**Run 1: sequential cells colored by netlist name**

Drawn at 4 px/um.
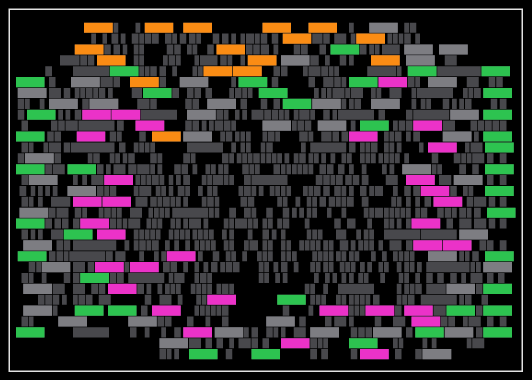
**Run 1: the metal 4 layer**

Drawn at 4 px/um. Supply wires on this layer in gray.
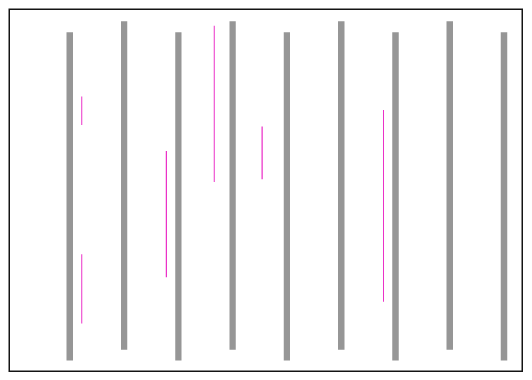
**Run 1: track usage over the die**

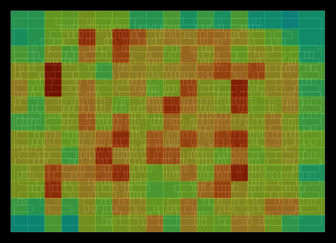
**Run 1: metal layers overlaid**

Drawn at 4 px/um. Only two layers are drawn.
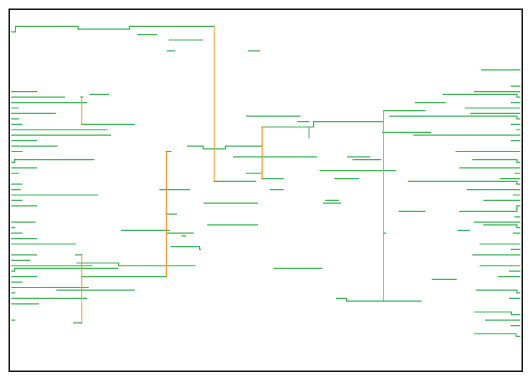
File: src/rtl/ecc_pkg.sv
`default_nettype none
// ============================================================================
//  Module      : ecc_pkg
//  Description : Shared constants and elaboration-time helpers for the
//                SECDED encoder (and the matching decoder). Maps payload bit
//                indices to Hamming positions and builds parity masks.
//  Revision    : 1.0  initial release
// ============================================================================
package ecc_pkg;

    // Widest payload any SECDED block in this family supports
    localparam int ECC_MAX_DATA_W = 64;

    // Check-bit count: smallest r with 2^r >= data_w + r + 1, plus one
    // overall-parity bit. Yields 5/6/7/8 for 8/16/32/64-bit payloads.
    function automatic int chk_w(input int data_w);
        int r;
        r = 0;
        for (int k = 8; k >= 1; k--) begin
            if ((1 << k) >= (data_w + k + 1)) begin
                r = k;
            end
        end
        return r + 1;
    endfunction

    // Hamming position (1-based) of payload bit idx. Positions that are
    // powers of two belong to check bits, so step over each one that lies
    // at or below the running position.
    function automatic int ecc_pos(input int idx);
        int n;
        n = idx + 1;
        for (int k = 0; k < 8; k++) begin
            if ((1 << k) <= n) begin
                n = n + 1;
            end
        end
        return n;
    endfunction

    // Bit i of the result is set when payload bit i contributes to
    // Hamming check bit k (its position has bit k set).
    function automatic logic [ECC_MAX_DATA_W-1:0] ecc_mask(input int k);
        logic [ECC_MAX_DATA_W-1:0] m;
        int                        p;
        m = '0;
        for (int i = 0; i < ECC_MAX_DATA_W; i++) begin
            p    = ecc_pos(i);
            m[i] = (((p >> k) & 1) != 0);
        end
        return m;
    endfunction

endpackage : ecc_pkg
`default_nettype wire

File: src/rtl/ecc_secded_encoder_if.sv
`default_nettype none
// ============================================================================
//  Module      : ecc_secded_encoder_if
//  Description : Valid/ready word stream into the SECDED encoder and
//                codeword stream out of it, plus the output word counter.
//                master = traffic source/sink side, slave = encoder side.
//  Revision    : 1.0  initial release
// ============================================================================
interface ecc_secded_encoder_if #(
    parameter int DATA_W = 32,
    parameter int CHK_W  = ecc_pkg::chk_w(DATA_W),
    parameter int CW_W   = DATA_W + CHK_W
);

    // Input word channel
    logic              i_enable_ecc;
    logic              i_wvalid;
    logic              o_wready;
    logic [DATA_W-1:0] i_wdata;
    logic [CW_W-1:0]   i_inj_mask;

    // Output codeword channel
    logic              o_wvalid;
    logic              i_rready;
    logic [CW_W-1:0]   o_wdata;
    logic              o_ecc_en;
    logic [15:0]       o_word_cnt;

    modport master (
        output i_enable_ecc,
        output i_wvalid,
        input  o_wready,
        output i_wdata,
        output i_inj_mask,
        input  o_wvalid,
        output i_rready,
        input  o_wdata,
        input  o_ecc_en,
        input  o_word_cnt
    );

    modport slave (
        input  i_enable_ecc,
        input  i_wvalid,
        output o_wready,
        input  i_wdata,
        input  i_inj_mask,
        output o_wvalid,
        input  i_rready,
        output o_wdata,
        output o_ecc_en,
        output o_word_cnt
    );

endinterface : ecc_secded_encoder_if
`default_nettype wire

File: src/rtl/ecc_secded_calc.sv
`default_nettype none
// ============================================================================
//  Module      : ecc_secded_calc
//  Description : Purely combinational SECDED check-bit generator. The low
//                CHK_W-1 bits are Hamming parities over the payload, the top
//                bit is overall parity of payload plus Hamming bits. Shared
//                with the decoder so both sides use identical parity trees.
//  Revision    : 1.0  initial release
// ============================================================================
module ecc_secded_calc
    import ecc_pkg::*;
#(
    parameter int DATA_W = 32,
    parameter int CHK_W  = chk_w(DATA_W)
) (
    input  logic [DATA_W-1:0] i_data,
    output logic [CHK_W-1:0]  o_check
);

    logic [CHK_W-2:0] w_hamming;

    // One XOR tree per Hamming check bit; the membership mask is fixed at
    // elaboration so each tree only sees the payload bits it covers.
    for (genvar k = 0; k < CHK_W - 1; k++) begin : g_chk
        localparam logic [ECC_MAX_DATA_W-1:0] c_mask = ecc_mask(k);
        assign w_hamming[k] = ^(i_data & c_mask[DATA_W-1:0]);
    end

    // Overall parity closes the code to distance 4 (double-error detect)
    assign o_check = {^{i_data, w_hamming}, w_hamming};

endmodule : ecc_secded_calc
`default_nettype wire

File: src/rtl/ecc_secded_encoder.sv
`default_nettype none
// ============================================================================
//  Module      : ecc_secded_encoder
//  Description : Two-stage valid/ready SECDED encoder. S1 captures the
//                payload, mode flag and injection mask; the check bits are
//                computed from S1 and the finished (optionally corrupted)
//                codeword is registered into S2, which drives the output.
//                Full throughput of one word per cycle; only o_wready
//                depends combinationally on i_rready.
//  Revision    : 1.0  initial release
// ============================================================================
module ecc_secded_encoder
    import ecc_pkg::*;
#(
    parameter int DATA_W = 32,
    parameter int CHK_W  = chk_w(DATA_W),
    parameter int CW_W   = DATA_W + CHK_W
) (
    input  logic                 i_aclk,
    input  logic                 i_areset,
    ecc_secded_encoder_if.slave  bus
);

    // ------------------------------------------------------------------
    // State
    // ------------------------------------------------------------------
    // S1: captured input word
    logic              s1_v_q,    s1_v_d;
    logic [DATA_W-1:0] s1_data_q, s1_data_d;
    logic [CW_W-1:0]   s1_mask_q, s1_mask_d;
    logic              s1_ecc_q,  s1_ecc_d;

    // S2: finished codeword presented downstream
    logic              s2_v_q,    s2_v_d;
    logic [CW_W-1:0]   s2_cw_q,   s2_cw_d;
    logic              s2_ecc_q,  s2_ecc_d;

    // Output handshake counter
    logic [15:0]       word_cnt_q, word_cnt_d;

    // ------------------------------------------------------------------
    // Combinational helpers
    // ------------------------------------------------------------------
    logic              w_s2_free;   // S2 empty or emptying this cycle
    logic              w_s1_adv;    // S1 moves into S2 this cycle
    logic              w_wready;
    logic              w_in_hs;
    logic              w_out_hs;
    logic [CHK_W-1:0]  w_check;
    logic [CW_W-1:0]   w_cw;

    // Check bits for the word currently held in S1
    ecc_secded_calc #(
        .DATA_W (DATA_W),
        .CHK_W  (CHK_W)
    ) u_calc (
        .i_data  (s1_data_q),
        .o_check (w_check)
    );

    // Handshake qualification; S1 frees up whenever it can advance, which
    // is what lets a full pipeline shift in and out in the same cycle.
    always_comb begin
        w_s2_free = !s2_v_q || bus.i_rready;
        w_s1_adv  = s1_v_q && w_s2_free;
        w_wready  = !s1_v_q || w_s2_free;
        w_in_hs   = bus.i_wvalid && w_wready;
        w_out_hs  = s2_v_q && bus.i_rready;
    end

    // Codeword assembly: bypass zeroes the check field, then the injection
    // mask is applied in both modes.
    always_comb begin
        w_cw = {w_check & {CHK_W{s1_ecc_q}}, s1_data_q} ^ s1_mask_q;
    end

    // ------------------------------------------------------------------
    // Next-state logic
    // ------------------------------------------------------------------
    // S1 loads on accept and drains when it advances into S2
    always_comb begin
        s1_v_d    = s1_v_q;
        s1_data_d = s1_data_q;
        s1_mask_d = s1_mask_q;
        s1_ecc_d  = s1_ecc_q;
        if (w_s1_adv) begin
            s1_v_d = 1'b0;
        end
        if (w_in_hs) begin
            s1_v_d    = 1'b1;
            s1_data_d = bus.i_wdata;
            s1_mask_d = bus.i_inj_mask;
            s1_ecc_d  = bus.i_enable_ecc;
        end
    end

    // S2 only changes when refilled from S1 or drained downstream, so the
    // presented codeword is frozen during a stall.
    always_comb begin
        s2_v_d   = s2_v_q;
        s2_cw_d  = s2_cw_q;
        s2_ecc_d = s2_ecc_q;
        if (w_s1_adv) begin
            s2_v_d   = 1'b1;
            s2_cw_d  = w_cw;
            s2_ecc_d = s1_ecc_q;
        end else if (w_out_hs) begin
            s2_v_d   = 1'b0;
        end
    end

    // Free-running 16-bit count of delivered codewords, natural wrap
    always_comb begin
        word_cnt_d = word_cnt_q + {15'd0, w_out_hs};
    end

    // ------------------------------------------------------------------
    // Registers
    // ------------------------------------------------------------------
    // All pipeline state; reset drops in-flight words and the count
    always_ff @(posedge i_aclk) begin
        if (i_areset) begin
            s1_v_q     <= 1'b0;
            s1_data_q  <= '0;
            s1_mask_q  <= '0;
            s1_ecc_q   <= 1'b0;
            s2_v_q     <= 1'b0;
            s2_cw_q    <= '0;
            s2_ecc_q   <= 1'b0;
            word_cnt_q <= '0;
        end else begin
            s1_v_q     <= s1_v_d;
            s1_data_q  <= s1_data_d;
            s1_mask_q  <= s1_mask_d;
            s1_ecc_q   <= s1_ecc_d;
            s2_v_q     <= s2_v_d;
            s2_cw_q    <= s2_cw_d;
            s2_ecc_q   <= s2_ecc_d;
            word_cnt_q <= word_cnt_d;
        end
    end

    // ------------------------------------------------------------------
    // Outputs
    // ------------------------------------------------------------------
    assign bus.o_wready   = w_wready;
    assign bus.o_wvalid   = s2_v_q;
    assign bus.o_wdata    = s2_cw_q;
    assign bus.o_ecc_en   = s2_ecc_q;
    assign bus.o_word_cnt = word_cnt_q;

endmodule : ecc_secded_encoder
`default_nettype wire

File: src/flat_wrapper.sv
// flat-port wrapper written by rule: the top's interface ports become plain ports
module ecc_secded_encoder_flat import ecc_pkg::*;
#(
    parameter int DATA_W = 32,
    parameter int CHK_W  = chk_w(DATA_W),
    parameter int CW_W   = DATA_W + CHK_W
)
  (i_aclk, i_areset, bus_i_enable_ecc, bus_i_wvalid, bus_o_wready, bus_i_wdata, bus_i_inj_mask, bus_o_wvalid, bus_i_rready, bus_o_wdata, bus_o_ecc_en, bus_o_word_cnt);
  ecc_secded_encoder_if #(.DATA_W(DATA_W), .CHK_W(CHK_W), .CW_W(CW_W)) bus_i ();
  input  logic i_aclk;
  input  logic i_areset;
  input wire logic [$bits(bus_i.i_enable_ecc)-1:0] bus_i_enable_ecc;
  input wire logic [$bits(bus_i.i_wvalid)-1:0] bus_i_wvalid;
  output wire logic [$bits(bus_i.o_wready)-1:0] bus_o_wready;
  input wire logic [$bits(bus_i.i_wdata)-1:0] bus_i_wdata;
  input wire logic [$bits(bus_i.i_inj_mask)-1:0] bus_i_inj_mask;
  output wire logic [$bits(bus_i.o_wvalid)-1:0] bus_o_wvalid;
  input wire logic [$bits(bus_i.i_rready)-1:0] bus_i_rready;
  output wire logic [$bits(bus_i.o_wdata)-1:0] bus_o_wdata;
  output wire logic [$bits(bus_i.o_ecc_en)-1:0] bus_o_ecc_en;
  output wire logic [$bits(bus_i.o_word_cnt)-1:0] bus_o_word_cnt;
  assign bus_i.i_enable_ecc = bus_i_enable_ecc;
  assign bus_i.i_wvalid = bus_i_wvalid;
  assign bus_o_wready = bus_i.o_wready;
  assign bus_i.i_wdata = bus_i_wdata;
  assign bus_i.i_inj_mask = bus_i_inj_mask;
  assign bus_o_wvalid = bus_i.o_wvalid;
  assign bus_i.i_rready = bus_i_rready;
  assign bus_o_wdata = bus_i.o_wdata;
  assign bus_o_ecc_en = bus_i.o_ecc_en;
  assign bus_o_word_cnt = bus_i.o_word_cnt;
  ecc_secded_encoder #(.DATA_W(DATA_W), .CHK_W(CHK_W), .CW_W(CW_W)) u_core (.i_aclk(i_aclk), .i_areset(i_areset), .bus(bus_i));
endmodule
File: config.mk
export PLATFORM = sky130hd
export DESIGN_NAME = ecc_secded_encoder_flat
export DESIGN_NICKNAME = d
export VERILOG_FILES = /design/src/rtl/ecc_pkg.sv /design/src/rtl/ecc_secded_encoder_if.sv /design/src/rtl/ecc_secded_calc.sv /design/src/rtl/ecc_secded_encoder.sv /design/src/flat_wrapper.sv
export SDC_FILE = /design/constraint.sdc
export NUM_CORES = 1
export LEC_CHECK = 0
export ABC_AREA = 1
export CAP_MARGIN = 15
export CORE_ASPECT_RATIO = 0.7
export CORE_MARGIN = 1
export CORE_UTILIZATION = 58
export DETAILED_ROUTE_END_ITERATION = 6
export DONT_BUFFER_PORTS = 1
export PLACE_DENSITY_LB_ADDON = 0.3
export RECOVER_POWER = 100
export SLEW_MARGIN = 30
export SYNTH_ARGS = -nofsm -noshare
export SYNTH_HDL_FRONTEND = slang
export SYNTH_SLANG_ARGS = --single-unit
File: constraint.sdc
create_clock -name i_aclk -period 3.5 [get_ports i_aclk]
set_input_delay 0.875 -clock i_aclk [delete_from_list [all_inputs] [get_ports i_aclk]]
set_output_delay 0.875 -clock i_aclk [all_outputs]
set_load 0.01 [all_outputs]
==> flow_summary.yaml, run 1 <==
# flow metrics
status:
  status: "complete, but fails checks"
  failed_checks: "max-capacitance violations, max-slew violations"
critical_path:
  crit_path_cell_trace: "inv_1, nand3_1, nand2_1, clkinv_1, clkbuf_2, nor2_1, nor2_1"
  worstPathRequired_ps: 3790
  cpMaxStageDelayCell: "sky130_fd_sc_hd__nand2_1"
  critical_path_peak_fanout: 55
  timing.critical_path.from_type: "input pin"
  kind_of_end_point_of_the_critical_path: "register"
  setup.worst_path.class: "in2reg"
  worst_path_most_repeated_cell: "sky130_fd_sc_hd__nor2_1"
die:
  die-height_um: 90.1
  fp.coreArea_um2: 10600
  chip_area_um2: 11500
  core.rowCount: 31
  initial_core_util_pct: 61.0
synthesis:
  yosys-top-cells-area: "sky130_fd_sc_hd__dfxtp_1, sky130_fd_sc_hd__nand2_1, sky130_fd_sc_hd__o21ai_0"
  synth-async-reset-ratio_pct: 0
  synth_cell_types: 25
  synth.ff_latch_count: 130
  synth-area-yosys_um2: 6430
  synth_dominant_cell_count: "sky130_fd_sc_hd__nand2_1"
  synth_sequential_area_ratio_pct: 40.5
  number_of_synthesized_flops_with_an_enable_pin: 0
  avgSynthCellArea_um2: 6.56
  netlist_area_um2: 6430
  synth_top_cell_by_area: "sky130_fd_sc_hd__dfxtp_1"
placement:
  port_buffer_count: 0
  dp_hpwl_um: 10300
  cell_area_reported_after_detailed_placement_um2: 6540
  finalWeightedCongestion: 0.863
  dpl.cell_count: 1096
  dp_slack_ps: 372
final_timing:
  report.final.setup_viol: 0
  timing_hold_violations_final: 0
  rsz0062_at_grt: "no"
  setup_ws_final_ps: 562
  setup_total_negative_slack_ps: 0
  timing_worst_slew_pin_value_ps: 1610
  max_clock_freq_mhz: 340
  finalMaxSlewViolations: 119
  skew_ps: 5.53
drt:
  dr.first_iter.drc_count: 381
  drc_errors: 0
  detail_route.vias_per_cell: 5.23
clock_network:
  cts_htree_levels: 4
  clk-insertion-delay-late_ps: 410
  cts_root_buffer: "sky130_fd_sc_hd__clkbuf_16"
pwr:
  ir_worst_vdd_mv: 0.365
  power.density_nw_per_um2: 609
  p_leak_uw: 0.00329
finish:
  diodes: 0
  finalNonFillerCells: 1128
  areaGrowthSynthToFinish_pct: 11.3
  drive_gt1_share_pct: 5.10
  layout.filler_cells: 953
  layout.cell_area.non_filler_um2: 7160
hold_path:
  min-delay-path-class: "reg2reg"
grt:
  global_route.usage.total_pct: 26.1
  grt_pass1_vias: 5161
  grt_start_max_net_pins: 64
  grt_antenna_before_repair: 0
job:
  max-cap-violations: 2
About 'sequential cells colored by netlist name':
| color | name in the netlist | flops |
|---|---|---|
| magenta | u_core.s1_data_q | 32 |
| green | u_core.bus.o_wdata | 39 |
| orange | u_core.bus.o_word_cnt | 16 |
not colored: 43

About 'the metal 4 layer':
nets with wire on the layer: 2
share of all routed wire: 1.1%

About 'track usage over the die':
global-route track usage on met1: 35.6%
average wire per cell in the routed design: 13.0 um
met3 Use GR: 7.74%
busiest layer in global routing: met2
core utilization of the finished layout: 67.9%

About 'metal layers overlaid':
| color | layer | wire length |
|---|---|---|
| green | M3 | 1,160 um |
| orange | M4 | 154 um |

[run 1: final timing paths]
path	from	endpoint	slack (ps)	cells past startpoint
setup / recovery	bus_i_rready	u_core.s1_mask_q[20]$_SDFFE_PP0P_	560	7
hold / removal	u_core.s1_mask_q[38]$_SDFFE_PP0P_	u_core.s1_mask_q[38]$_SDFFE_PP0P_	470	2
setup reg to reg	u_core.bus.o_wvalid$_SDFFE_PP0P_	u_core.s1_mask_q[20]$_SDFFE_PP0P_	620	6
hold reg to reg	u_core.s1_mask_q[38]$_SDFFE_PP0P_	u_core.s1_mask_q[38]$_SDFFE_PP0P_	470	2
[run 1: cells by family (layout without fill, tap and decap cells)]
family | after synthesis | in the layout | synth area share [%]
flip-flops | 130 | 130 | 40.5
XOR/XNOR | 46 | 46 | 6.26
adder cells (fa/ha/maj) | 2 | 2 | 0.389
AND-OR/OR-AND | 205 | 205 | 16.0
buffers and inverters | 135 | 134 | 7.99
AND/OR/NAND/NOR | 463 | 463 | 28.9
[run 1: registers in the layout, indices dropped and copies added, names as in the netlist]
signal                 cells
u_core.bus.o_ecc_en        1
u_core.s1_mask_q          39
u_core.bus.o_word_cnt     16
u_core.s1_ecc_q            1
u_core.bus.o_wvalid        1
u_core.bus.o_wdata        39
u_core.s1_v_q              1
u_core.s1_data_q          32
[run 1: power breakdown]
part | switching, uW | internal [uW]
registers | 107 | 1580
clock network | 660 | 1250
logic | 490 | 272
[run 1: metal layers]
metal	part of all wire (%)	routed length [um]	global-route usage, %	vias up
li1	-	-	-	3116
met5	0	0	0	-
met1	49	7160	35.6	2611
met2	42	6160	39.4	157
met3	7.9	1160	7.74	17
met4	1.1	154	8.14	0
[run 1: critical path: cells and delay by family]
kind | cells | cell delay (ps)
simple gates | 4 | 1630
buf+inv | 3 | 710
[run 1: layout make-up]
class	instances	area (um2)	area share (%)
Timing Repair Buffer	6	50.0	0.699
Sequential cell	130	2600	36.4
Inverter	96	360	5.03
Clock inverter	12	178	2.48
Clock buffer	20	467	6.52
Multi-Input combinational cell	716	3320	46.3
Tap cell	148	185	2.59
[run 1: cell usage in the layout (no fill, tap or decap), types with 3 or more instances in the layout]
cell	count
sky130_fd_sc_hd__nand3_1	65
sky130_fd_sc_hd__nor2_1	100
sky130_fd_sc_hd__inv_1	89
sky130_fd_sc_hd__dfxtp_1	130
sky130_fd_sc_hd__o21ai_0	119
sky130_fd_sc_hd__clkbuf_16	17
sky130_fd_sc_hd__clkinvlp_4	4
sky130_fd_sc_hd__clkbuf_2	3
sky130_fd_sc_hd__clkbuf_8	3
sky130_fd_sc_hd__inv_2	6
sky130_fd_sc_hd__bufinv_16	4
sky130_fd_sc_hd__nand2_2	6
sky130_fd_sc_hd__nand2_1	280
sky130_fd_sc_hd__a21oi_1	83
sky130_fd_sc_hd__nor3_1	7
sky130_fd_sc_hd__xnor2_1	37
sky130_fd_sc_hd__xor2_1	9
[run 1: metrics by stage]
stage / hold WS [ps] / util (%)
finish: 468 / 67.9
global route: 497 / 67.9
CTS: 468 / 68.1
detailed placement: 461 / 62.0
global placement: 458 / 62.0
floorplan: 440 / -
**Run 1: met1 routing**

Drawn at 4 px/um. Supply wires on this layer in gray.
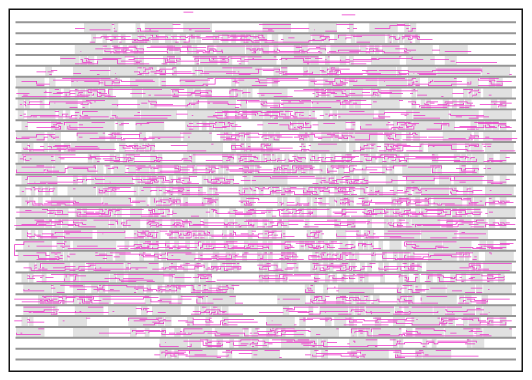

==> run 1 -> run 2 <==
==> constraint.sdc (replaced) <==
create_clock -name i_aclk -period 3.1 [get_ports i_aclk]
set_input_delay 0.775 -clock i_aclk [delete_from_list [all_inputs] [get_ports i_aclk]]
set_output_delay 0.775 -clock i_aclk [all_outputs]
set_load 0.01 [all_outputs]
**Run 2: met1 routing**

Drawn at 4 px/um. Supply wires on this layer in gray.
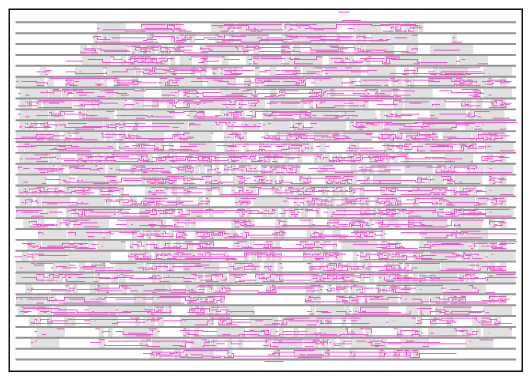
wire length on this layer: 7,300 um
longest straight run: 44.2 um
nets with wire on the layer: 975
main direction: horizontal

**Run 2: track usage over the die**

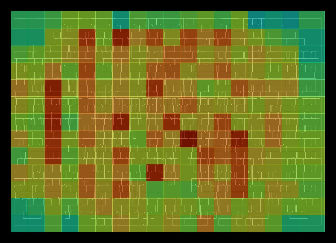
global-route track usage on met1: 36.3%
met2 demand-to-capacity share in global routing: 39.7%
average wire per cell in the routed design: 13.3 um

==> run 2 against run 1 <==
The flow still finishes with violations (max-capacitance violations, max-slew violations). Sequential share of layout area increased by 0.15 points. Via count rose by 1.1%. Critical endpoint is now u_core.s1_mask_q[31]$_SDFFE_PP0P_. Combinational power increased by 14%. Utilization is 0.27 points lower.
==> flow_summary.yaml, run 2 <==
# flow metrics
job:
  max-cap-violations: 1
  warnings: 26
critical_path:
  setup.worst_path.class: "reg2reg"
  worst_path_most_repeated_cell: "sky130_fd_sc_hd__nor2_1"
  kind_of_end_point_of_the_critical_path: "register"
  cpMaxStageDelayCell: "sky130_fd_sc_hd__nand2_1"
  reg2reg_setup_slack_ps: 360
  worstPathRequired_ps: 3400
  crit_path_cell_trace: "nand3_1, nand2_1, clkinv_1, buf_4, nor2_1, nor2_1"
  critical_path.n_buffers_inverters: 2
  r2r_end: "u_core.s1_mask_q[31]$_SDFFE_PP0P_"
  crit_path_from: "u_core.bus.o_wvalid$_SDFFE_PP0P_"
  delay_of_the_slowest_cell_on_the_worst_path_ps: 1190
  timing.critical_path.depth: 6
  setup.worst_path.end: "u_core.s1_mask_q[31]$_SDFFE_PP0P_"
  r2r-start: "u_core.bus.o_wvalid$_SDFFE_PP0P_"
  critical_path_peak_fanout: 56
  worstRegToRegCells: 6
  timing.critical_path.max_delay_family: "simple AND/OR/NAND/NOR gates"
  timing.critical_path.from_type: "register"
placement:
  dp_hpwl_um: 10500
  finalWeightedCongestion: 0.881
  port_buffer_count: 0
  cell_area_reported_after_detailed_placement_um2: 6550
clock_network:
  cts_htree_levels: 4
  clk_pin_slew_ps: 60
  post_cts.repair.setup_buffers: 0
  clockBufferDepth: 2
  clk-insertion-delay-late_ps: 420
  cts_root_buffer: "sky130_fd_sc_hd__clkbuf_16"
drt:
  wirelength_um: 14900
  drc_errors: 0
  dr.first_iter.drc_count: 426
  detail_route.vias_per_cell: 5.30
  dr.pass1.iters: 5
  vias: 5964
finish:
  final_layout_top_logic_cell: "sky130_fd_sc_hd__nand2_1"
  layout_top_cells: "sky130_fd_sc_hd__nand2_1, sky130_fd_sc_hd__dfxtp_1, sky130_fd_sc_hd__o21ai_0, sky130_fd_sc_hd__nor2_1, sky130_fd_sc_hd__inv_1"
  areaGrowthSynthToFinish_pct: 10.8
  diodes: 0
  layout.cell_area.non_filler_um2: 7130
  final_core_utilization_pct: 67.6
  drive_gt1_share_pct: 4.81
final_timing:
  post_layout_period_usage_of_the_worst_path_pct: 88.4
  timing_worst_slew_pin_value_ps: 1590
  timing_hold_violations_final: 0
  setup_total_negative_slack_ps: 0
  whs_ps: 418
  skew_ps: 5.62
  finalMaxSlewViolations: 56
  report.final.setup_viol: 0
  max_clock_freq_mhz: 365
  period_minus_slack_ps: 2740
  rsz0062_at_grt: "no"
die:
  fp.coreArea_um2: 10600
  chip_area_um2: 11500
  initial_core_util_pct: 61.0
  core.rowCount: 31
  die-height_um: 90.1
synthesis:
  yosys_warnings: 0
  synth.top_cells.by_count: "sky130_fd_sc_hd__nand2_1, sky130_fd_sc_hd__dfxtp_1, sky130_fd_sc_hd__o21ai_0"
  synth_top_cell_by_area: "sky130_fd_sc_hd__dfxtp_1"
  synth.ff_latch_count: 130
  synth-area-yosys_um2: 6430
  yosysCellCount: 981
  netlist_area_um2: 6430
  synth-async-reset-ratio_pct: 0
  number_of_synthesized_flops_with_an_enable_pin: 0
  postSynth.topFlopCell: "sky130_fd_sc_hd__dfxtp_1"
  avgSynthCellArea_um2: 6.56
  synth_sequential_area_ratio_pct: 40.5
  yosys-top-cells-area: "sky130_fd_sc_hd__dfxtp_1, sky130_fd_sc_hd__nand2_1, sky130_fd_sc_hd__o21ai_0"
  synth_dominant_cell_count: "sky130_fd_sc_hd__nand2_1"
  synth_cell_types: 25
grt:
  grt_start_max_net_pins: 62
  grt_antenna_before_repair: 0
  first_pass_grt_wire_length_um: 24700
  global_route.usage.total_pct: 26.7
  grt_pass1_vias: 5389
pwr:
  ir_worst_vdd_mv: 0.420
  power.density_nw_per_um2: 673
  totalPowerFinal_uw: 4800
  p_leak_uw: 0.00327
hold_path:
  min-delay-path-class: "in2reg"
status:
  failed_checks: "max-capacitance violations, max-slew violations"
  status: "complete, but fails checks"
**Run 2: sequential cells colored by netlist name**

Drawn at 4 px/um.
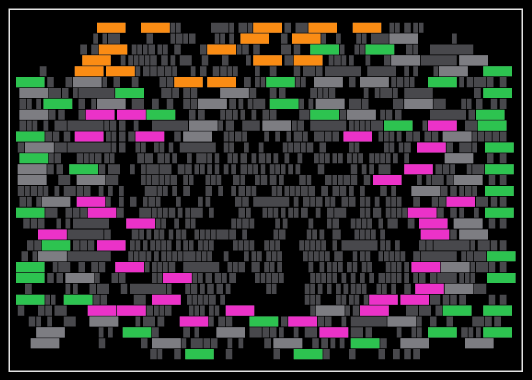
| color | name in the netlist | flops |
|---|---|---|
| magenta | u_core.s1_data_q | 32 |
| orange | u_core.bus.o_word_cnt | 16 |
| green | u_core.bus.o_wdata | 39 |
not colored: 43

==> run 2: layer usage <==
layer	track usage (%)	routed length [um]
met1	36.3	7300
met2	39.7	6200
met3	8.63	1190
met4	8.82	225
met5	0	0
==> run 2: power by group <==
| group | leakage (uW) | switching, uW | internal [uW] |
|---|---|---|---|
| Combinational | 0.00191 | 559 | 308 |
| Sequential | 0.00107 | 121 | 1780 |
| Clock | 0.000288 | 750 | 1280 |
| Total | 0.00327 | 1430 | 3370 |
==> run 2: worst reg2reg max path: cells and delay by family (launching register included) <==
family | cells | cell delay (ps)
buffers and inverters | 2 | 580
flip-flops | 1 | 410
AND/OR/NAND/NOR | 4 | 1630
==> run 2: cell type report <==
class / instances / area, um2
clock buffers: 18 / 439
clock inverters: 13 / 163
multi-input cells: 716 / 3320
inverters: 96 / 360
fillers: 971 / 3420
well taps: 148 / 185
flip-flops and latches: 130 / 2600
repair buffers: 5 / 60.1
==> run 2: timing repair <==
action / 4_1_cts / 5_1_grt
endpoints found under the setup margin: 0 / 1
hold buffers: 0 / 0
gates resized: 0 / 1
==> run 2: logic make-up after synthesis <==
group | synth area share [%]
xor+xnor | 6.26
compound gates | 16.0
buf+inv | 7.99
simple gates | 28.9
fa+ha+maj | 0.389
flops | 40.5
==> run 2: worst min-delay path by stage <==
stage                                                 start  depth (start not counted)  slack, ps                           endpoint
after detailed placement  u_core.s1_mask_q[34]$_SDFFE_PP0P_                          2        460  u_core.s1_mask_q[34]$_SDFFE_PP0P_
after CTS                                          i_areset                          1        410         u_core.s1_v_q$_SDFFE_PP0P_
final                                              i_areset                          1        420   u_core.bus.o_wvalid$_SDFFE_PP0P_
after global placement    u_core.s1_mask_q[34]$_SDFFE_PP0P_                          2        460  u_core.s1_mask_q[34]$_SDFFE_PP0P_
after global routing                               i_areset                          1        410         u_core.s1_v_q$_SDFFE_PP0P_
after floorplan           u_core.s1_mask_q[36]$_SDFFE_PP0P_                          2        440  u_core.s1_mask_q[36]$_SDFFE_PP0P_
==> run 2: stage by stage <==
step / instances / setup WS, ps
floorplan: 981 / 452
global placement: 1095 / 131
detailed placement: 1095 / 21.5
CTS: 1126 / 348
global route: 1126 / 71.3
finish: 1126 / 360
**Run 2: the metal 4 layer**

Drawn at 4 px/um. Supply wires on this layer in gray.
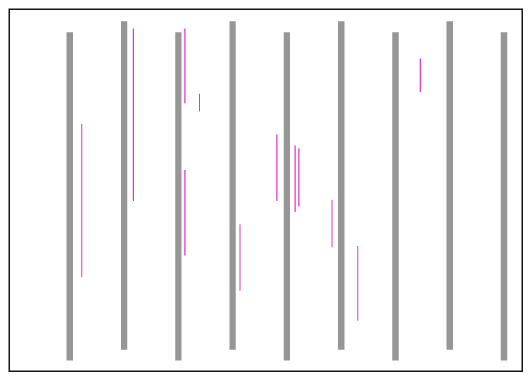

==> run 2 -> run 3 <==
--- a/config.mk
+++ b/config.mk
@@ -9,7 +9,7 @@
 export CAP_MARGIN = 15
 export CORE_ASPECT_RATIO = 0.7
 export CORE_MARGIN = 1
-export CORE_UTILIZATION = 58
+export CORE_UTILIZATION = 57
 export DETAILED_ROUTE_END_ITERATION = 6
 export DONT_BUFFER_PORTS = 1
 export PLACE_DENSITY_LB_ADDON = 0.3
==> constraint.sdc (replaced) <==
create_clock -name i_aclk -period 2.4 [get_ports i_aclk]
set_input_delay 0.6 -clock i_aclk [delete_from_list [all_inputs] [get_ports i_aclk]]
set_output_delay 0.6 -clock i_aclk [all_outputs]
set_load 0.01 [all_outputs]
**Run 3: the metal 4 layer**

Drawn at 4 px/um. Supply wires on this layer in gray.
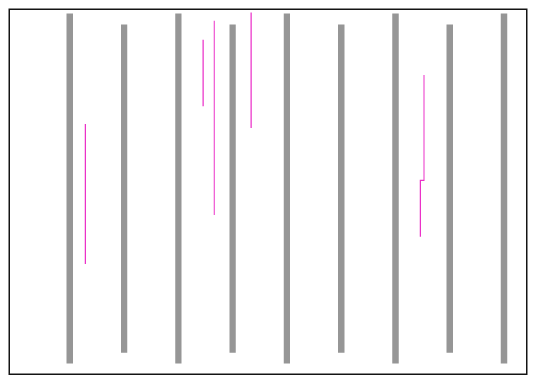
nets with wire on the layer: 3
longest straight run: 48.3 um
main direction: vertical
share of all routed wire: 1.1%
wire length on this layer: 169 um

**Run 3: sequential cells colored by netlist name**

Drawn at 4 px/um.
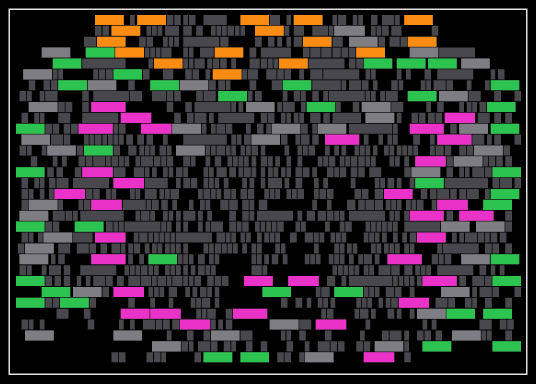
| color | name in the netlist | flops |
|---|---|---|
| orange | u_core.bus.o_word_cnt | 16 |
| green | u_core.bus.o_wdata | 39 |
| magenta | u_core.s1_data_q | 32 |

**Run 3: metal layers overlaid**

Drawn at 4 px/um. Only two layers are drawn.
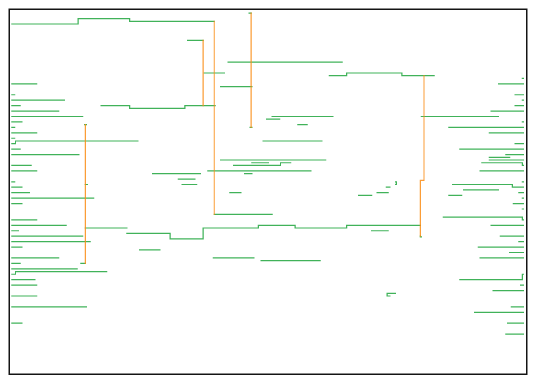
| color | layer | wire length |
|---|---|---|
| green | M3 | 1,020 um |
| orange | M4 | 169 um |

==> run 3 against run 2 <==
The flow now finishes without violations. Register-to-register slack got worse by 280 ps. Hold slack got worse by 170 ps. Sequential cell count unchanged. Global-route usage decreased by 0.25 points. Combinational power increased by 36%. Critical path type unchanged. Largest cell class unchanged.
==> flow_summary.yaml, run 3 <==
# flow metrics
placement:
  dp_hpwl_um: 10200
  finalWeightedCongestion: 0.870
drt:
  detail_route.vias_per_cell: 5.22
  dr.pass1.iters: 5
  vias: 5977
  wirelength_um: 15400
  wire_per_inst_um: 13.5
  dr.first_iter.drc_count: 375
synthesis:
  synth-async-reset-ratio_pct: 0
  synth-area-yosys_um2: 6430
  number_of_synthesized_flops_with_an_enable_pin: 0
  postSynth.topFlopCell: "sky130_fd_sc_hd__dfxtp_1"
  yosys_warnings: 0
  synth.ff_latch_count: 130
  yosysCellCount: 981
finish:
  areaGrowthSynthToFinish_pct: 17.1
  finalNonFillerCells: 1146
  final_layout_top_logic_cell: "sky130_fd_sc_hd__nand2_1"
die:
  die-height_um: 90.9
status:
  status: "complete, no violations"
job:
  warnings: 27
  max-cap-violations: 0
grt:
  grt_start_max_net_pins: 65
  grt_antenna_before_repair: 0
  grt_pass1_vias: 5270
final_timing:
  rsz0062_at_grt: "yes"
  finalMaxSlewViolations: 0
  max_clock_freq_mhz: 431
  setup_ws_final_ps: 79.4
  timing_worst_slew_pin_value_ps: 520
  period_minus_slack_ps: 2320
  skew_ps: 5.80
  whs_ps: 250
pwr:
  p_leak_uw: 0.00341
  power.density_nw_per_um2: 877
hold_path:
  min-delay-path-class: "in2reg"
  whs_path_depth: 1
clock_network:
  clk-insertion-delay-late_ps: 410
  cts_root_buffer: "sky130_fd_sc_hd__clkbuf_16"
  clockBufferDepth: 2
critical_path:
  worstPathRequired_ps: 2710
  worstRegToRegCells: 16
  timing.critical_path.from_type: "register"
==> run 3: cell count changes in the layout (fill, tap and decap cells not counted), moves of 18 or more <==
cell,before,now
sky130_fd_sc_hd__dfxtp_2,0,18
sky130_fd_sc_hd__nand2_1,281,255
sky130_fd_sc_hd__inv_2,5,23
sky130_fd_sc_hd__inv_1,90,71
sky130_fd_sc_hd__nand2_2,5,30
sky130_fd_sc_hd__dfxtp_1,130,101
==> run 3: power breakdown <==
group | switching (uW) | total [uW] | internal [uW]
clock | 973 | 2960 | 1980
sequential | 158 | 2460 | 2310
combinational | 759 | 1180 | 425
total | 1890 | 6610 | 4720
==> run 3: layout make-up <==
type	count	area (um2)	share of cell area, %
repair buffers	19	164	2.18
well taps	153	191	2.54
inverters	96	363	4.82
clock buffers	20	447	5.93
clock inverters	12	228	3.02
flip-flops and latches	130	2670	35.4
multi-input cells	716	3470	46.1
==> run 3: path summary, 6_finish.rpt <==
check                                                        from                              endpoint  slack (ps)
worst max-delay path             u_core.bus.o_wvalid$_SDFFE_PP0P_  u_core.bus.o_word_cnt[14]$_SDFF_PP0_          80
worst min-delay path                                     i_areset  u_core.bus.o_word_cnt[15]$_SDFF_PP0_         250
worst max register to register   u_core.bus.o_wvalid$_SDFFE_PP0P_  u_core.bus.o_word_cnt[14]$_SDFF_PP0_          80
worst min register to register  u_core.s1_mask_q[37]$_SDFFE_PP0P_     u_core.s1_mask_q[37]$_SDFFE_PP0P_         480
==> run 3: layer usage <==
metal	wire [um]	vias up	part of all wire, %	track usage (%)
met5	0	-	0	0
met4	168	0	1.1	7.65
met3	1020	13	6.6	7.17
met2	6770	150	44	39.7
met1	7490	2665	48	36.8
li1	-	3149	-	-
==> run 3: worst max-delay path: cells and delay by family, from the launching register on <==
| kind | cells | cell delay, ps |
|---|---|---|
| simple gates | 10 | 1340 |
| flops | 1 | 330 |
| buf+inv | 4 | 250 |
| fa+ha+maj | 2 | 290 |
==> run 3: metrics by stage <==
step	util [%]	total power (uW)	cell area, um2
2_1_floorplan	-	3390	6440
3_3_place_gp	60.3	3580	6640
3_5_place_dp	60.3	3610	6640
4_1_cts	66.5	6590	7320
5_1_grt	68.4	6940	7530
6_report	68.4	6610	7530
==> run 3: kinds of logic (layout without fill, tap and decap cells) <==
logic type / after synthesis / in the layout / synth area share [%]
compound gates: 205 / 205 / 16.0
xor+xnor: 46 / 46 / 6.26
fa+ha+maj: 2 / 2 / 0.389
buf+inv: 135 / 147 / 7.99
flops: 130 / 130 / 40.5
simple gates: 463 / 463 / 28.9
==> run 3: what timing repair did <==
action,CTS,global route
gates resized,1,94
gates cloned,0,0
setup endpoints to repair,1,4
hold buffers,0,0
setup buffers,0,2
pin swaps,0,6
Power is estimated from default activity; no workload was simulated.
